===== config.mk =====
export PLATFORM = sky130hd
export DESIGN_NAME = ram_fifo_ctrl
export DESIGN_NICKNAME = d
export VERILOG_FILES = /design/src/rtl/ram_fifo_ctrl.sv
export SDC_FILE = /design/constraint.sdc
export NUM_CORES = 1
export LEC_CHECK = 0
export ABC_AREA = 0
export CAP_MARGIN = 20
export CORE_UTILIZATION = 45
export CTS_CLUSTER_SIZE = 25
export DETAILED_ROUTE_END_ITERATION = 10
export PLACE_DENSITY_LB_ADDON = 0.12
export REMOVE_ABC_BUFFERS = 1
export SLEW_MARGIN = 30
export SYNTH_ARGS = -nofsm -noshare
export SYNTH_HDL_FRONTEND = slang
export SYNTH_HIERARCHICAL = 1
export SYNTH_SLANG_ARGS = --single-unit

===== constraint.sdc =====
create_clock -name clk_i -period 4.55 [get_ports clk_i]
set_clock_uncertainty 0.2 [all_clocks]
set_input_delay 0.91 -clock clk_i [delete_from_list [all_inputs] [get_ports clk_i]]
set_output_delay 0.91 -clock clk_i [all_outputs]
set_load 0.01 [all_outputs]

===== src/rtl/ram_fifo_ctrl.sv =====
// Single-clock FIFO around a dual_port_ram: sequences RAM addresses, hides the
// RAM read latency behind a small output buffer and exposes valid/ready on both sides.

module dual_port_ram #(
    parameter int DATA_WIDTH        = 8,
    parameter int ADDR_WIDTH        = 5,
    parameter int REGISTERED_OUTPUT = 0
) (
    input  logic                  wr_clk_i,
    input  logic                  wr_i,
    input  logic [ADDR_WIDTH-1:0] wr_addr_i,
    input  logic [DATA_WIDTH-1:0] wr_data_i,
    input  logic                  rd_clk_i,
    input  logic                  rd_i,
    input  logic [ADDR_WIDTH-1:0] rd_addr_i,
    output logic [DATA_WIDTH-1:0] rd_data_o
);
    logic [DATA_WIDTH-1:0] mem_q [2**ADDR_WIDTH];
    logic [DATA_WIDTH-1:0] rd_q;

    // Storage array write port
    always_ff @(posedge wr_clk_i) begin
        if (wr_i) begin
            mem_q[wr_addr_i] <= wr_data_i;
        end
    end

    // Synchronous read port, updated only on a read request
    always_ff @(posedge rd_clk_i) begin
        if (rd_i) begin
            rd_q <= mem_q[rd_addr_i];
        end
    end

    if (REGISTERED_OUTPUT != 0) begin : g_out_reg
        logic [DATA_WIDTH-1:0] out_q;
        // Extra output stage; sampled every cycle, validity is tracked by the controller
        always_ff @(posedge rd_clk_i) begin
            out_q <= rd_q;
        end
        assign rd_data_o = out_q;
    end else begin : g_out_direct
        assign rd_data_o = rd_q;
    end
endmodule

module ram_fifo_ctrl #(
    parameter int DATA_WIDTH        = 8,
    parameter int ADDR_WIDTH        = 5,
    parameter int REGISTERED_OUTPUT = 0
) (
    input  logic                  clk_i,
    input  logic                  rst_i,
    input  logic [DATA_WIDTH-1:0] wr_data_i,
    input  logic                  wr_valid_i,
    output logic                  wr_ready_o,
    output logic [DATA_WIDTH-1:0] rd_data_o,
    output logic                  rd_valid_o,
    input  logic                  rd_ready_i,
    output logic [ADDR_WIDTH:0]   used_words_o,
    output logic                  full_o,
    output logic                  empty_o
);
    localparam int LAT       = 1 + REGISTERED_OUTPUT;
    localparam int OUT_DEPTH = LAT + 1;
    localparam int BP_W      = $clog2(OUT_DEPTH);
    localparam int BC_W      = $clog2(OUT_DEPTH + 1);

    localparam logic [ADDR_WIDTH:0]   CAPACITY = {1'b1, {ADDR_WIDTH{1'b0}}};
    localparam logic [ADDR_WIDTH-1:0] PTR_INC  = ADDR_WIDTH'(1);
    localparam logic [ADDR_WIDTH:0]   CNT_INC  = (ADDR_WIDTH + 1)'(1);
    localparam logic [BC_W-1:0]       BC_INC   = BC_W'(1);
    localparam logic [BP_W-1:0]       BP_INC   = BP_W'(1);
    localparam logic [BP_W-1:0]       BP_LAST  = BP_W'(OUT_DEPTH - 1);
    localparam logic [BP_W-1:0]       BP_ZERO  = BP_W'(0);
    localparam logic [BC_W:0]         OUT_ROOM = (BC_W + 1)'(OUT_DEPTH);

    function automatic logic [BC_W-1:0] count_ones(input logic [LAT-1:0] v);
        logic [BC_W-1:0] c;
        c = BC_W'(0);
        for (int i = 0; i < LAT; i++) begin
            c = c + BC_W'(v[i]);
        end
        return c;
    endfunction

    function automatic logic [BP_W-1:0] buf_next(input logic [BP_W-1:0] idx);
        return (idx == BP_LAST) ? BP_ZERO : idx + BP_INC;
    endfunction

    logic [ADDR_WIDTH-1:0] wr_ptr_q, wr_ptr_d;
    logic [ADDR_WIDTH-1:0] rd_ptr_q, rd_ptr_d;
    logic [ADDR_WIDTH:0]   ram_count_q, ram_count_d;
    logic [ADDR_WIDTH:0]   used_q, used_d;
    logic [LAT-1:0]        trk_q, trk_d;
    logic [BP_W-1:0]       head_q, head_d;
    logic [BP_W-1:0]       tail_q, tail_d;
    logic [BC_W-1:0]       buf_count_q, buf_count_d;
    logic [DATA_WIDTH-1:0] buf_mem_q [OUT_DEPTH];

    logic                  push_s;
    logic                  pop_s;
    logic                  issue_s;
    logic                  land_s;
    logic [BC_W:0]         occupancy_s;
    logic [BC_W:0]         room_s;
    logic [DATA_WIDTH-1:0] ram_rd_data_s;

    assign wr_ready_o   = !rst_i && (used_q < CAPACITY);
    assign push_s       = wr_valid_i && wr_ready_o;
    assign rd_valid_o   = |buf_count_q;
    assign pop_s        = rd_valid_o && rd_ready_i;
    assign rd_data_o    = buf_mem_q[head_q];
    assign used_words_o = used_q;
    assign full_o       = (used_q == CAPACITY);
    assign empty_o      = ~|used_q;
    assign land_s       = trk_q[LAT-1];

    // A read may issue only if the buffer can absorb it once all in-flight reads land
    assign occupancy_s = {1'b0, buf_count_q} + {1'b0, count_ones(trk_q)};
    assign room_s      = OUT_ROOM + {{BC_W{1'b0}}, pop_s};
    assign issue_s     = !rst_i && (|ram_count_q) && (occupancy_s < room_s);

    dual_port_ram #(
        .DATA_WIDTH        (DATA_WIDTH),
        .ADDR_WIDTH        (ADDR_WIDTH),
        .REGISTERED_OUTPUT (REGISTERED_OUTPUT)
    ) u_ram (
        .wr_clk_i  (clk_i),
        .wr_i      (push_s),
        .wr_addr_i (wr_ptr_q),
        .wr_data_i (wr_data_i),
        .rd_clk_i  (clk_i),
        .rd_i      (issue_s),
        .rd_addr_i (rd_ptr_q),
        .rd_data_o (ram_rd_data_s)
    );

    // Next-state for pointers, counters, read tracker and output buffer indices
    always_comb begin
        wr_ptr_d    = wr_ptr_q;
        rd_ptr_d    = rd_ptr_q;
        ram_count_d = ram_count_q;
        used_d      = used_q;
        trk_d       = trk_q;
        head_d      = head_q;
        tail_d      = tail_q;
        buf_count_d = buf_count_q;

        if (push_s) begin
            wr_ptr_d = wr_ptr_q + PTR_INC;
        end else begin
            wr_ptr_d = wr_ptr_q;
        end

        if (issue_s) begin
            rd_ptr_d = rd_ptr_q + PTR_INC;
        end else begin
            rd_ptr_d = rd_ptr_q;
        end

        case ({push_s, issue_s})
            2'b10:   ram_count_d = ram_count_q + CNT_INC;
            2'b01:   ram_count_d = ram_count_q - CNT_INC;
            default: ram_count_d = ram_count_q;
        endcase

        case ({push_s, pop_s})
            2'b10:   used_d = used_q + CNT_INC;
            2'b01:   used_d = used_q - CNT_INC;
            default: used_d = used_q;
        endcase

        trk_d[0] = issue_s;
        for (int i = 1; i < LAT; i++) begin
            trk_d[i] = trk_q[i-1];
        end

        if (land_s) begin
            tail_d = buf_next(tail_q);
        end else begin
            tail_d = tail_q;
        end

        if (pop_s) begin
            head_d = buf_next(head_q);
        end else begin
            head_d = head_q;
        end

        case ({land_s, pop_s})
            2'b10:   buf_count_d = buf_count_q + BC_INC;
            2'b01:   buf_count_d = buf_count_q - BC_INC;
            default: buf_count_d = buf_count_q;
        endcase
    end

    // Control state registers with synchronous reset
    always_ff @(posedge clk_i) begin
        if (rst_i) begin
            wr_ptr_q    <= {ADDR_WIDTH{1'b0}};
            rd_ptr_q    <= {ADDR_WIDTH{1'b0}};
            ram_count_q <= {(ADDR_WIDTH + 1){1'b0}};
            used_q      <= {(ADDR_WIDTH + 1){1'b0}};
            trk_q       <= {LAT{1'b0}};
            head_q      <= BP_ZERO;
            tail_q      <= BP_ZERO;
            buf_count_q <= {BC_W{1'b0}};
        end else begin
            wr_ptr_q    <= wr_ptr_d;
            rd_ptr_q    <= rd_ptr_d;
            ram_count_q <= ram_count_d;
            used_q      <= used_d;
            trk_q       <= trk_d;
            head_q      <= head_d;
            tail_q      <= tail_d;
            buf_count_q <= buf_count_d;
        end
    end

    // Output buffer payload; a word lands when its tracker bit leaves the last stage
    always_ff @(posedge clk_i) begin
        if (land_s) begin
            buf_mem_q[tail_q] <= ram_rd_data_s;
        end
    end
endmodule


==> notes.md <==
fresh numbers from the pnr run: first-pass GRT wire length=38100 um, fillcell total=2115, worst vdd ir=0.293 mV, max FFs per register=256, fp util=0.458, hold buffer count at cts=0, clock-pin slew on the worst setup and hold paths=0.06 ns, Hold Slack=0.257 ns, CTS Buf Count=31, cell count in the Yosys report=627, Crit path arrival time=2.37 ns, cell count along the critical path=4, logic area=0.00318 mm^2, synth cell count leaders=edfxtp_1 (280), mux4_2 (80), nor2_1 (54), crit path launch=rst_i, H-tree depth=1, Least-Margin Pin Slew=0.931 ns, Setup WS post-layout=1.07 ns, Slowest-stage cell, CP=clkdlybuf4s50_1, Die Size=0.0281 mm^2, Yosys cell types=49, fin cells=1049, Synth Area in Adders=0.0185, Critical Path RT=3.44 ns, Layout Nets=713, Non-clock inverters=13, port bufs=29, Combinational Power Share=0.164, worst-path fanout max=25, Gates resized, CTS repair=0, Min-Delay Path Class=register to register, MI comb cells=278, CTS root buffer=clkbuf_16, # Taps=341, Pint=5350 uW, Fmax=0.287 GHz, Comb area share=0.225, status=complete, no violations, Mapped Cells=627, met3 wire len=1040 um, Fin Setup TNS=0 ns, MaxCap Viol Count=0, initial antenna violation count=0, combinational power=1160 uW, post-layout period usage=0.765, Relative slew margins=0.380, Yosys Chip Area=0.0123 mm^2, Top pwr grp=sequential cells, crit-path max cell delay=0.54 ns, switching pwr=1740 uW, drt first pass iters=5, met2 WL post-DR=12000 um, EDFF count, synth=280, Seq share, synth=0.727, AND/OR/NAND/NOR Cells, Area Fraction=0.0445, mux share=0.163, number of clock buffers in the layout=38, # IOs=30, Yosys top cell by area=edfxtp_1, yosys warns=6, critical path capture point type=output pin, crit-path leading delay family=buffers and inverters, ys async rst share=0, reg2reg end=ram_count_q[5]$_SDFFE_PP0P_, Crit path top cell by count=clkdlybuf4s50_1, count of tool warnings=25, core area=0.0270 mm^2, reg2reg start=buf_count_q[0]$_SDFFE_PP0P_, Worst Path Buf+Inv=3, post-DP HPWL=15600 um, total gr overflow=0, Max Used Layer=met4
flops_by_reg.png
Other sequential cells in the stronger gray, the rest of the logic in the fainter gray.
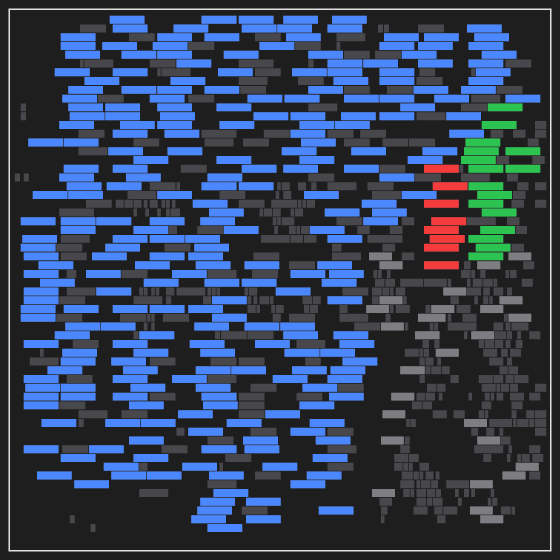
`buf_mem_q`: in green, sequential cells 16. `u_ram/rd_data_o`: in red, sequential cells 8, where middle right. `u_ram/mem_q`: in blue, sequential cells 256.
Another 28 sequential cells are not colored.
P_seq: 3380 uW
sequential cell area share: 0.636
Flop area: 0.00897 mm^2
final core occ: 0.523

io_fan.png
The bar under the picture is 50 um long.
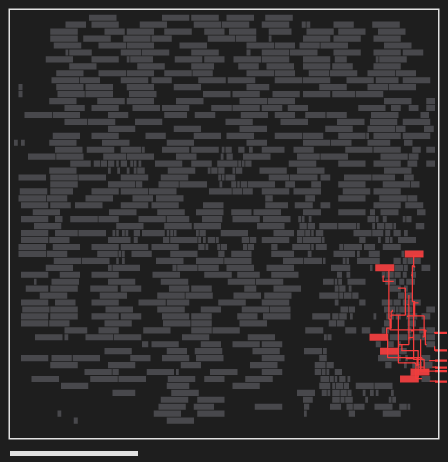
`used_words_o`: in red, direction output, edge right, end cells 6, buffers 6, wire 305 um.

congestion.png
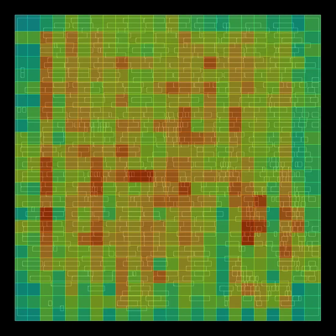
GR Util met1: 0.268
Total GRT Usage: 0.184
Most Crowded Layer GR: met2
grt met2 use: 0.297
Avg WL per Cell: 23.6 um

clk_routes.png
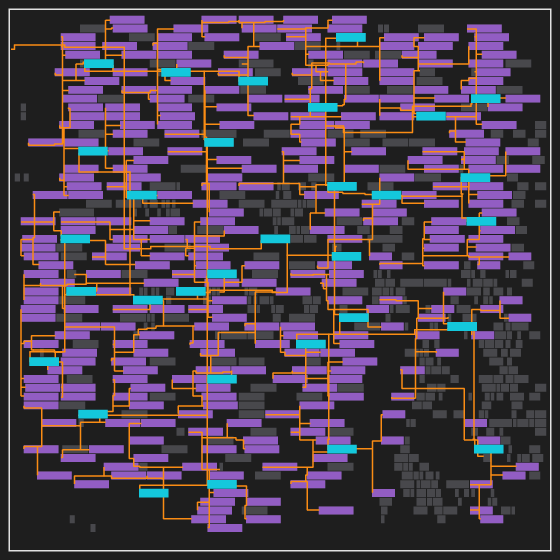
clock drivers: in cyan, count 31. clock wires: in orange, length 3500 um. flip-flops: in purple, count 308.
There are 32 routed clock nets.
Clock power frac: 0.359
clock-net power: 2540 uW
Clock Latency Late Sink: 0.56 ns

layer_met1.png
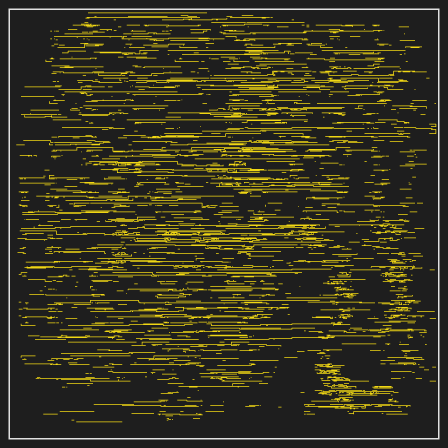
The wires run mostly horizontal. 680 nets have wire on it. The layer carries 11300 um of wire. The longest straight run is 70.8 um. The layer holds 46% of the routed length.
vias: 6008
routed wire length: 24800 um

Power and IR drop assume default switching activity.
